run_1/m2.png
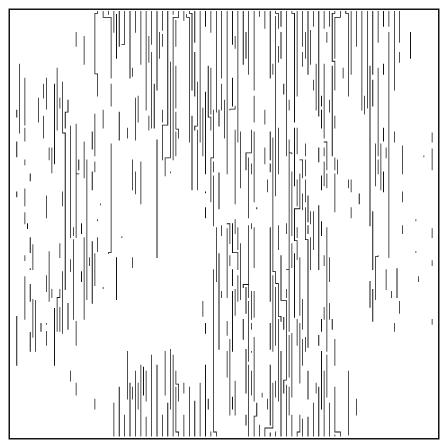
run_1/util_map.png
The bar under the picture is 20 um long. The die is cut into 7 by 7 equal tiles; dark blue is low, red is high, 0 to 100% covered.
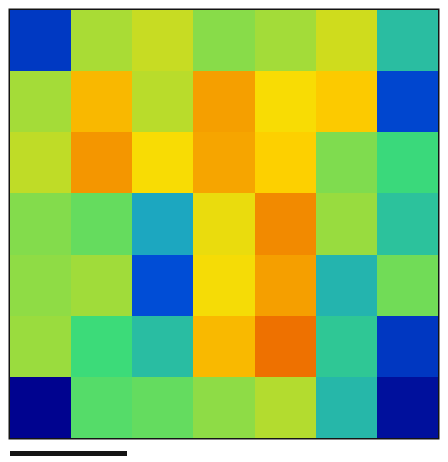
run_1/congestion_map.png
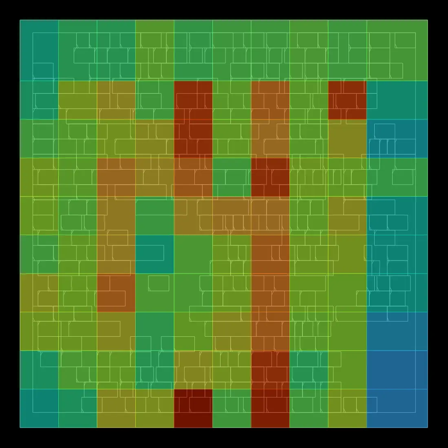
run_1/m1.png
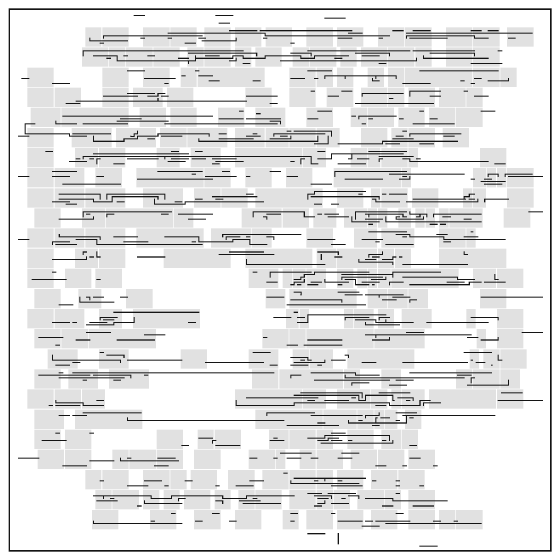
<file path="config.mk">
export PLATFORM = sky130hd
export DESIGN_NAME = mem_arbiter
export DESIGN_NICKNAME = d
export VERILOG_FILES = /design/src/rtl/arb_pkg.sv /design/src/rtl/fill_counter.sv /design/src/rtl/mem_arbiter.sv
export SDC_FILE = /design/constraint.sdc
export NUM_CORES = 1
export LEC_CHECK = 0
export CAP_MARGIN = 10
export CORE_MARGIN = 2
export CORE_UTILIZATION = 35
export CTS_BUF_LIST = sky130_fd_sc_hd__clkbuf_4
export DETAILED_ROUTE_END_ITERATION = 6
export PLACE_DENSITY = 0.95
export SLEW_MARGIN = 40
export SYNTH_ARGS = -nofsm -noshare
export SYNTH_HDL_FRONTEND = slang
export SYNTH_SLANG_ARGS = --single-unit
</file>
<file path="constraint.sdc">
create_clock -name clk -period 3 [get_ports clk]
set_clock_uncertainty 0.15 [all_clocks]
set_input_delay 0.6 -clock clk [delete_from_list [all_inputs] [get_ports clk]]
set_output_delay 0.6 -clock clk [all_outputs]
set_load 0.01 [all_outputs]
</file>
<file path="src/rtl/arb_pkg.sv">
// Shared definitions for the memory arbiter: state encoding and block geometry defaults.
package arb_pkg;

   localparam int unsigned DEF_WORDS_PER_BLOCK = 8;
   localparam int unsigned DEF_MEM_LATENCY     = 4;
   localparam int unsigned BLOCK_OFFSET_BITS   = $clog2(DEF_WORDS_PER_BLOCK) + 1;

   localparam logic [2:0] S_IDLE   = 3'd0;
   localparam logic [2:0] S_WRITE  = 3'd1;
   localparam logic [2:0] S_FILL_I = 3'd2;
   localparam logic [2:0] S_FILL_D = 3'd3;
   localparam logic [2:0] S_DONE_I = 3'd4;
   localparam logic [2:0] S_DONE_D = 3'd5;

   typedef enum logic [2:0] {
      ST_IDLE   = S_IDLE,
      ST_WRITE  = S_WRITE,
      ST_FILL_I = S_FILL_I,
      ST_FILL_D = S_FILL_D,
      ST_DONE_I = S_DONE_I,
      ST_DONE_D = S_DONE_D
   } arb_state_e;

endpackage

</file>
<file path="src/rtl/fill_counter.sv">
// Clear/enable up-counter with a terminal-count flag; used for fill issue and return tracking.
module fill_counter #(
   parameter int unsigned W    = 3,
   parameter int unsigned LAST = 7
) (
   input  logic         clk,
   input  logic         rst_n,
   input  logic         clr_i,
   input  logic         en_i,
   output logic [W-1:0] count_o,
   output logic         tc_o
);

   logic [W-1:0] cnt_q;

   always_ff @(posedge clk or negedge rst_n) begin
      if (!rst_n) begin
         cnt_q <= '0;
      end else if (clr_i) begin
         cnt_q <= '0;
      end else if (en_i) begin
         cnt_q <= cnt_q + W'(1);
      end
   end

   assign count_o = cnt_q;
   assign tc_o    = (cnt_q == W'(LAST));

endmodule

</file>
<file path="src/rtl/mem_arbiter.sv">
// Shares main memory between I-cache fills, D-cache fills and D-side write-through,
// sequencing block fills with overlapped address issue.
module mem_arbiter
   import arb_pkg::*;
#(
   parameter int unsigned WORDS_PER_BLOCK = DEF_WORDS_PER_BLOCK,
   parameter int unsigned MEM_LATENCY     = DEF_MEM_LATENCY,
   parameter int unsigned ADDR_W          = 16
) (
   input  logic                               clk,
   input  logic                               rst_n,
   input  logic                               i_miss,
   input  logic [ADDR_W-1:0]                  i_miss_addr,
   input  logic                               d_miss,
   input  logic [ADDR_W-1:0]                  d_miss_addr,
   input  logic                               d_wr,
   input  logic [ADDR_W-1:0]                  d_wr_addr,
   input  logic [15:0]                        d_wr_data,
   output logic                               mem_en,
   output logic                               mem_wr,
   output logic [ADDR_W-1:0]                  mem_addr,
   output logic [15:0]                        mem_wdata,
   input  logic [15:0]                        mem_rdata,
   input  logic                               mem_data_valid,
   output logic [15:0]                        fill_data,
   output logic [$clog2(WORDS_PER_BLOCK)-1:0] fill_word,
   output logic                               i_fill_we,
   output logic                               d_fill_we,
   output logic                               i_fill_done,
   output logic                               d_fill_done,
   output logic                               d_wr_ack
);

   localparam int unsigned IDX_W = $clog2(WORDS_PER_BLOCK);
   localparam int unsigned OFF_W = IDX_W + 1;
   localparam int unsigned CNT_W = IDX_W + 1;
   localparam logic [ADDR_W-1:0] BLOCK_MASK = ~ADDR_W'((1 << OFF_W) - 1);

   // Parameter sanity: memory must have a nonzero latency and blocks are a power of two.
   if (MEM_LATENCY == 0 || WORDS_PER_BLOCK < 2 ||
       (WORDS_PER_BLOCK & (WORDS_PER_BLOCK - 1)) != 0) begin : g_bad_param
      $error("mem_arbiter: unsupported WORDS_PER_BLOCK/MEM_LATENCY");
   end

   arb_state_e        state_q, state_d;
   logic [ADDR_W-1:0] base_q, base_d;

   logic              in_fill;
   logic              issue_en;
   logic              ret_en;
   logic              cnt_clr;
   logic [CNT_W-1:0]  issue_cnt;
   logic              issue_tc;
   logic [IDX_W-1:0]  ret_cnt;
   logic              ret_tc;

   assign in_fill  = (state_q == ST_FILL_I) || (state_q == ST_FILL_D);
   assign issue_en = in_fill && !issue_tc;
   assign ret_en   = in_fill && mem_data_valid;
   assign cnt_clr  = (state_q == ST_DONE_I) || (state_q == ST_DONE_D);

   // Issue counter runs one past the last word so its terminal count marks issue complete.
   fill_counter #(
      .W    (CNT_W),
      .LAST (WORDS_PER_BLOCK)
   ) u_issue_cnt (
      .clk     (clk),
      .rst_n   (rst_n),
      .clr_i   (cnt_clr),
      .en_i    (issue_en),
      .count_o (issue_cnt),
      .tc_o    (issue_tc)
   );

   fill_counter #(
      .W    (IDX_W),
      .LAST (WORDS_PER_BLOCK - 1)
   ) u_ret_cnt (
      .clk     (clk),
      .rst_n   (rst_n),
      .clr_i   (cnt_clr),
      .en_i    (ret_en),
      .count_o (ret_cnt),
      .tc_o    (ret_tc)
   );

   always_ff @(posedge clk or negedge rst_n) begin
      if (!rst_n) begin
         state_q <= ST_IDLE;
         base_q  <= '0;
      end else begin
         state_q <= state_d;
         base_q  <= base_d;
      end
   end

   // Fixed-priority grant in IDLE; block base is captured on the grant.
   always_comb begin
      state_d = state_q;
      base_d  = base_q;
      case (state_q)
         ST_IDLE: begin
            if (d_wr) begin
               state_d = ST_WRITE;
            end else if (d_miss) begin
               state_d = ST_FILL_D;
               base_d  = d_miss_addr & BLOCK_MASK;
            end else if (i_miss) begin
               state_d = ST_FILL_I;
               base_d  = i_miss_addr & BLOCK_MASK;
            end
         end
         ST_WRITE:  state_d = ST_IDLE;
         ST_FILL_I: if (mem_data_valid && ret_tc) state_d = ST_DONE_I;
         ST_FILL_D: if (mem_data_valid && ret_tc) state_d = ST_DONE_D;
         ST_DONE_I: state_d = ST_IDLE;
         ST_DONE_D: state_d = ST_IDLE;
         default:   state_d = ST_IDLE;
      endcase
   end

   // Output decode from registered state and counters; offset never carries past the block.
   always_comb begin
      mem_en      = 1'b0;
      mem_wr      = 1'b0;
      mem_addr    = '0;
      mem_wdata   = '0;
      fill_data   = '0;
      fill_word   = '0;
      i_fill_we   = 1'b0;
      d_fill_we   = 1'b0;
      i_fill_done = 1'b0;
      d_fill_done = 1'b0;
      d_wr_ack    = 1'b0;
      case (state_q)
         ST_WRITE: begin
            mem_en    = 1'b1;
            mem_wr    = 1'b1;
            mem_addr  = d_wr_addr;
            mem_wdata = d_wr_data;
            d_wr_ack  = 1'b1;
         end
         ST_FILL_I, ST_FILL_D: begin
            mem_en    = issue_en;
            mem_addr  = issue_en ? (base_q | (ADDR_W'(issue_cnt) << 1)) : '0;
            fill_data = mem_rdata;
            fill_word = ret_cnt;
            i_fill_we = (state_q == ST_FILL_I) && mem_data_valid;
            d_fill_we = (state_q == ST_FILL_D) && mem_data_valid;
         end
         ST_DONE_I: i_fill_done = 1'b1;
         ST_DONE_D: d_fill_done = 1'b1;
         default: ;
      endcase
   end

endmodule

</file>
==> CHANGELOG.md, run 1 <==
### Metrics

- Outcome: finished, final reports clean
- Crit. End Element: primary output
- Layout cells sized above 1: 13.0%
- Worst setup margin: 0.122 ns
- Most numerous logic cell after layout: clkdlybuf4s50_1
- Post-Layout Cell Count: 355
- Clock buf/inv share: 0.728%
- Area after DPL: 3060 um^2
- Gate Count Post-Synth: 169
- Wl on met1: 2.08 mm
- Initial antenna violation count: 0
- CTS clk-pin slew, worst paths: 0.13 ns
- Antenna fix cells: 0
- MI comb area: 1020 um^2
- Hold_sp: base_q[5]$_DFFE_PN0P_
- RR Startpoint: state_q[1]$_DFFE_PN0P_
- Crit path max fanout: 35
- Reg2reg setup slack: 1.09 ns
- Root Buffer: clkbuf_4
- Num rows: 25
- Seq area share: 17.8%
- Vias in the first global route: 1670
- Antenna Violating Nets Remaining: 0
- # H-tree levels: 1
- Peak VDD IR: 0.425 mV
- HP Class: flip-flop to flip-flop
- Combinational group share of total power: 70.7%
- Switching power: 0.000904 W
- Late-Pin Clk Latency: 0.31 ns
- Fin crit share: 95.9%
- Top area cell types: dfrtp_1 (33%), and2_1 (14%), mux2_2 (10%)
- F_max: 347 MHz
- RSZ-0062 raised after global routing: false
- IO Count: 144
- Pre-CTS setup slack: ~0.31 ns
- Inverter count: 7
- TritonCTS clock tree: yes
- Avg Inst Size Synth: 9.86 um^2
- Tot Pwr: 0.00244 W
- Non-Clock Buffer Count: 142
- Setup TNS: 0 ns
- Hold Fails Final Rpt: 0
- Final Critical Period: 2.88 ns
- Area leader share: 33.0%
- RR Endpoint: base_q[15]$_DFFE_PN0P_
- Worst slew margin: 74.1%
- Area delta synth->final: 85.7%
- Deepest clock path buffer count: 2
- Comb area share: 33.0%
- Post-synth EDFFs: 0
- Syn Nets: 259
- CP startpoint kind: flip-flop
- Die ar.: around 5300 um^2
- Clock power frac: 5.7%
- First DRT Iteration DRCs: 97
About m2.png:
321 nets have wire on it. The layer holds 53% of the routed length. The wires run mostly vertical. The layer carries 2680 um of wire.
met2 GRT Util: 32.5%
vias: 1677
DRT Wirelength: 5.05 mm

About util_map.png:
2.0% of the tiles are nearly empty. The emptiest ninth of the die: lower right. The fullest tile reaches 87%. The mean over all tiles is 57%. 20% of the tiles are over 75% full.
Util after Layout: 66.4%
Pre-Place Util: 35.8%
core area: 4660 um^2

About congestion_map.png:
global route hottest layer: met2
WL/cell: 14.2 um
met3 usage: 4.83%
Total GRT Usage: 19.3%
met1 global-route usage: 24.7%

About m1.png:
The longest straight run is 30.8 um. 335 nets have wire on it.

run 1: power by group through the flow:
stage / clock, W / combinational, W / sequential, W
final: 0.000140 / 0.00173 / 0.000575
after global routing: 0.000156 / 0.00187 / 0.000599
after CTS: 0.000145 / 0.00174 / 0.000574
after detailed placement: 0 / 0.00173 / 0.000580
after global placement: 0 / 0.00168 / 0.000571
after floorplan: 0 / 0.000936 / 0.000536
run 1: critical path: stages (launching register included):
cell and delay [ns]:
dfrtp_1 0.46, buf_4 0.19, nor3b_4 0.17, buf_6 0.25
a22o_1 0.19, clkdlybuf4s50_1 0.54
run 1: sequential cells by signal, summed over array words and instances (netlist names):
signal,cells
state_q,3
base_q,12
u_issue_cnt.count_o,4
u_ret_cnt.count_o,3
run 1: cells by family after synthesis:
logic type / count (synthesis) / synth area share [%]
AOI/OAI and AO/OA: 28 / 12.8
xor gates and xnor gates: 1 / 0.526
adders and majority gates: 4 / 3.00
buffers and inverters: 20 / 6.16
DFF: 22 / 33.0
muxes: 27 / 20.0
and+or+nand+nor: 67 / 24.5
run 1: Yosys cell counts (2+ instances only):
master,instances
nand3_1,2
mux2i_1,3
clkbuf_1,5
a22o_1,13
o21ai_0,5
nor2b_1,3
buf_4,2
nor2_1,6
mux2_2,15
and3_1,3
buf_2,3
o2bb2ai_1,2
ha_1,4
buf_6,2
a31oi_1,2
inv_1,7
nand2_1,10
mux2_4,9
dfrtp_1,22
nand2b_1,2
and2_1,36
run 1: routing by layer:
layer / global-route usage (%) / vias to the layer above
met4: 4.53 / 0
met5: 0 / -
met2: 32.5 / 51
met3: 4.83 / 6
met1: 24.7 / 778
li1: - / 842
run 1: repair_timing:
action                                  in CTS  in global routing
hold buffers                                 0                  0
hold endpoints to repair                     0                  0
endpoints found under the setup margin      11                 25
setup buffers                                0                  0
resized                                      1                  2
==> run 1 -> run 2 <==
--- a/config.mk
+++ b/config.mk
@@ -6,7 +6,6 @@
 export NUM_CORES = 1
 export LEC_CHECK = 0
 export CAP_MARGIN = 10
-export CORE_MARGIN = 2
 export CORE_UTILIZATION = 35
 export CTS_BUF_LIST = sky130_fd_sc_hd__clkbuf_4
 export DETAILED_ROUTE_END_ITERATION = 6
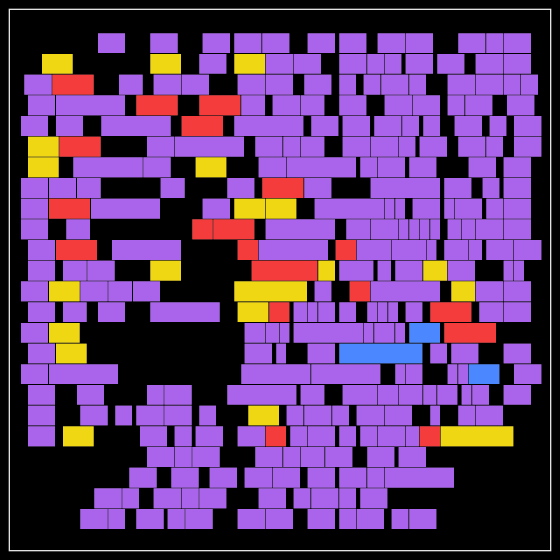
run_2/sizing.png
Key: x1 and smaller = purple [cells 259, most used clkdlybuf4s50_1]; x6 and larger = blue [cells 3, most used buf_6]; x2 = yellow [cells 20, most used mux2_2]; x3 and x4 = red [cells 19, most used mux2_4]
area delta synth->final: 87.5%
Non-Clock Buffer Count: 141
worst setup margin: 0.136 ns
design area: 3120 um^2

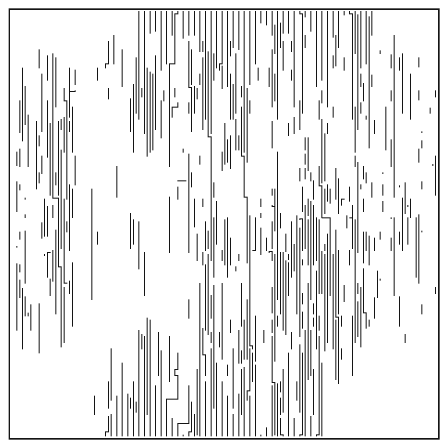
run_2/m2.png
328 nets have wire on it. The longest straight run is 26.9 um. The wires run mostly vertical. The layer holds 55% of the routed length.
vias: 1703
met2 GRT Util: 38.5%
DRT Wirelength: 5.09 mm

==> run 2 against run 1 <==
  * Register-to-register slack improved by 0.16 ns
  * Highest routed layer unchanged
  * Clock power rose by 66%
  * Critical path type unchanged
  * Non-clock buffer count fell by 1
  * Maximum frequency up 0.50%
  * Total power rose by 4.9%
  * Area after synthesis stayed put
  * Worst hold slack is essentially flat
  * Cell area grew 0.93%
  * Global-route usage up 1.4 points
  * The run now ends with DRC left
==> CHANGELOG.md, run 2 <==
### Metrics

- Top comb family, area: simple AND/OR/NAND/NOR gates (unchanged)
- Area leader share: 33.0% (unchanged)
- Most numerous logic cell after layout: clkdlybuf4s50_1 (unchanged)
- Late-Pin Clk Latency: 0.31 ns (about the same)
- Largest stage delay, worst path: 0.56 ns (was 0.54 ns)
- WL/cell: 14.4 um (was 14.2 um)
- Top cells by count: and2_1 (36), dfrtp_1 (22), mux2_2 (15) (unchanged)
- Gate Count Post-Synth: 169 (unchanged)
- Area share of fa/ha/maj cells after synthesis: 3.00% (unchanged)
- Post-Layout Cell Count: 353 (was 355)
- Clock power frac: 9.1% (was 5.7%)
- Core area: 4470 um^2 (was 4660 um^2)
- Switching power: 0.000926 W (was 0.000904 W)
- Crit path max fanout: 25 (was 35)
- Hold_sp: base_q[13]$_DFFE_PN0P_ (was base_q[5]$_DFFE_PN0P_)
- Final Critical Period: 2.86 ns (was 2.88 ns)
- Met3 usage: 4.70% (was 4.83%)
- Crit path buffers/inverters: 2 (was 3)
- RR Startpoint: state_q[2]$_DFFE_PN0P_ (was state_q[1]$_DFFE_PN0P_)
- TritonCTS clock tree: yes (unchanged)
- Outcome: complete, but fails checks (was finished, final reports clean)
- HP Class: flip-flop to flip-flop (unchanged)
- Failing checks: DRC
- Post-synth EDFFs: 0 (unchanged)
- Util after Layout: 69.8% (was 66.4%)
- Peak VDD IR: 0.501 mV (was 0.425 mV)
- Area after DPL: 3050 um^2 (was 3060 um^2)
- Layout cells sized above 1: 14.0% (was 13.0%)
- First DRT Iteration DRCs: 71 (was 97)
- Avg Inst Size Synth: 9.86 um^2 (unchanged)
- Worst slew margin: 74.2% (was 74.1%)
- Top area cell types: dfrtp_1 (33%), and2_1 (14%), mux2_2 (10%) (unchanged)
- Fin crit share: 95.5% (was 95.9%)
- Pre-Place Util: 37.2% (was 35.8%)
- Mux area share: 20.0% (unchanged)
- Die ar.: 5040 um^2 (was 5330 um^2)
- Wl on met1: 1.99 mm (was 2.08 mm)
- Largest Register: base_q (unchanged)
- Combinational group share of total power: 68.0% (was 70.7%)
- Crit-path cells: nor2b_2 > buf_6 > o21ai_2 > o21ai_0 > clkdlybuf4s50_1 (was buf_4 > nor3b_4 > buf_6 > a22o_1 > clkdlybuf4s50_1)
- Met1 global-route usage: 24.4% (was 24.7%)
- Simple-Gate Fraction of Synth Area: 24.5% (unchanged)
- Residual DRC: 7 (was 0)
- Setup TNS: 0 ns (unchanged)
- Max reg flops: 12 (unchanged)
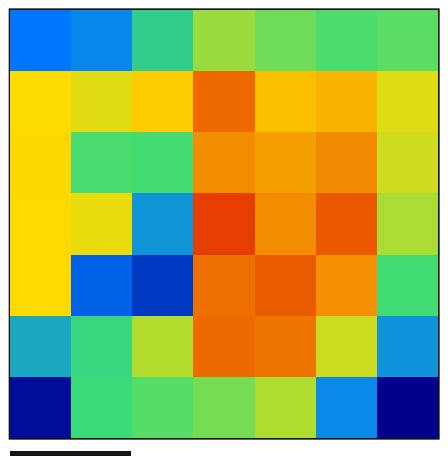
run_2/util_map.png
The bar under the picture is 20 um long. The die is cut into 7 by 7 equal tiles; dark blue is low, red is high, 0 to 100% covered.
37% of the tiles are over 75% full. The fullest tile reaches 93%. The mean over all tiles is 61%.

==> run 2: cell counts after synthesis <==
No cell type changed its count.
==> run 2: timing repair <==
| item | CTS | global route |
|---|---|---|
| endpoints found under the setup margin | 12 | 14 |
| hold endpoints to repair | 0 | 0 |
| resized | 2 | 6 |
| hold buffers | 0 | 0 |
| buffers inserted | 0 | 0 |
==> run 2: logic make-up after synthesis <==
| logic type | count (synthesis) |
|---|---|
| multiplexers | 27 |
| adder cells (fa/ha/maj) | 4 |
| AND/OR/NAND/NOR | 67 |
| flip-flops | 22 |
| XOR/XNOR | 1 |
| AND-OR/OR-AND | 28 |
| buffers and inverters | 20 |
==> run 2: final cells by class <==
| class | instances | area [um^2] |
|---|---|---|
| Fill cell | 350 | 1350 |
| Clock buffer | 3 | 22.5 |
| Timing Repair Buffer | 141 | 1400 |
| Clock inverter | 1 | 30.0 |
| Multi-Input combinational cell | 127 | 1020 |
| Inverter | 7 | 26.3 |
| Sequential cell | 22 | 553 |
| Tap cell | 52 | 65.1 |
==> run 2: worst max-delay path by stage <==
stage	endpoint	depth (start not counted)	slack, ns
5_1_grt	mem_addr[1]	5	0.0001
4_1_cts	mem_addr[4]	5	0.04
3_3_place_gp	mem_addr[8]	6	0.29
2_1_floorplan	mem_addr[10]	6	1.03
3_5_place_dp	mem_addr[7]	6	0.31
6_report	mem_addr[4]	5	0.14
==> run 2: power by group through the flow <==
| stage | clock network [W] | registers, W | logic, W |
|---|---|---|---|
| finish | 0.000233 | 0.000587 | 0.00174 |
| global route | 0.000251 | 0.000609 | 0.00187 |
| CTS | 0.000240 | 0.000582 | 0.00173 |
| detailed placement | 0 | 0.000588 | 0.00172 |
| global placement | 0 | 0.000579 | 0.00167 |
| floorplan | 0 | 0.000536 | 0.000936 |
Power figures rest on the tool's default switching activity, not on a simulated workload.
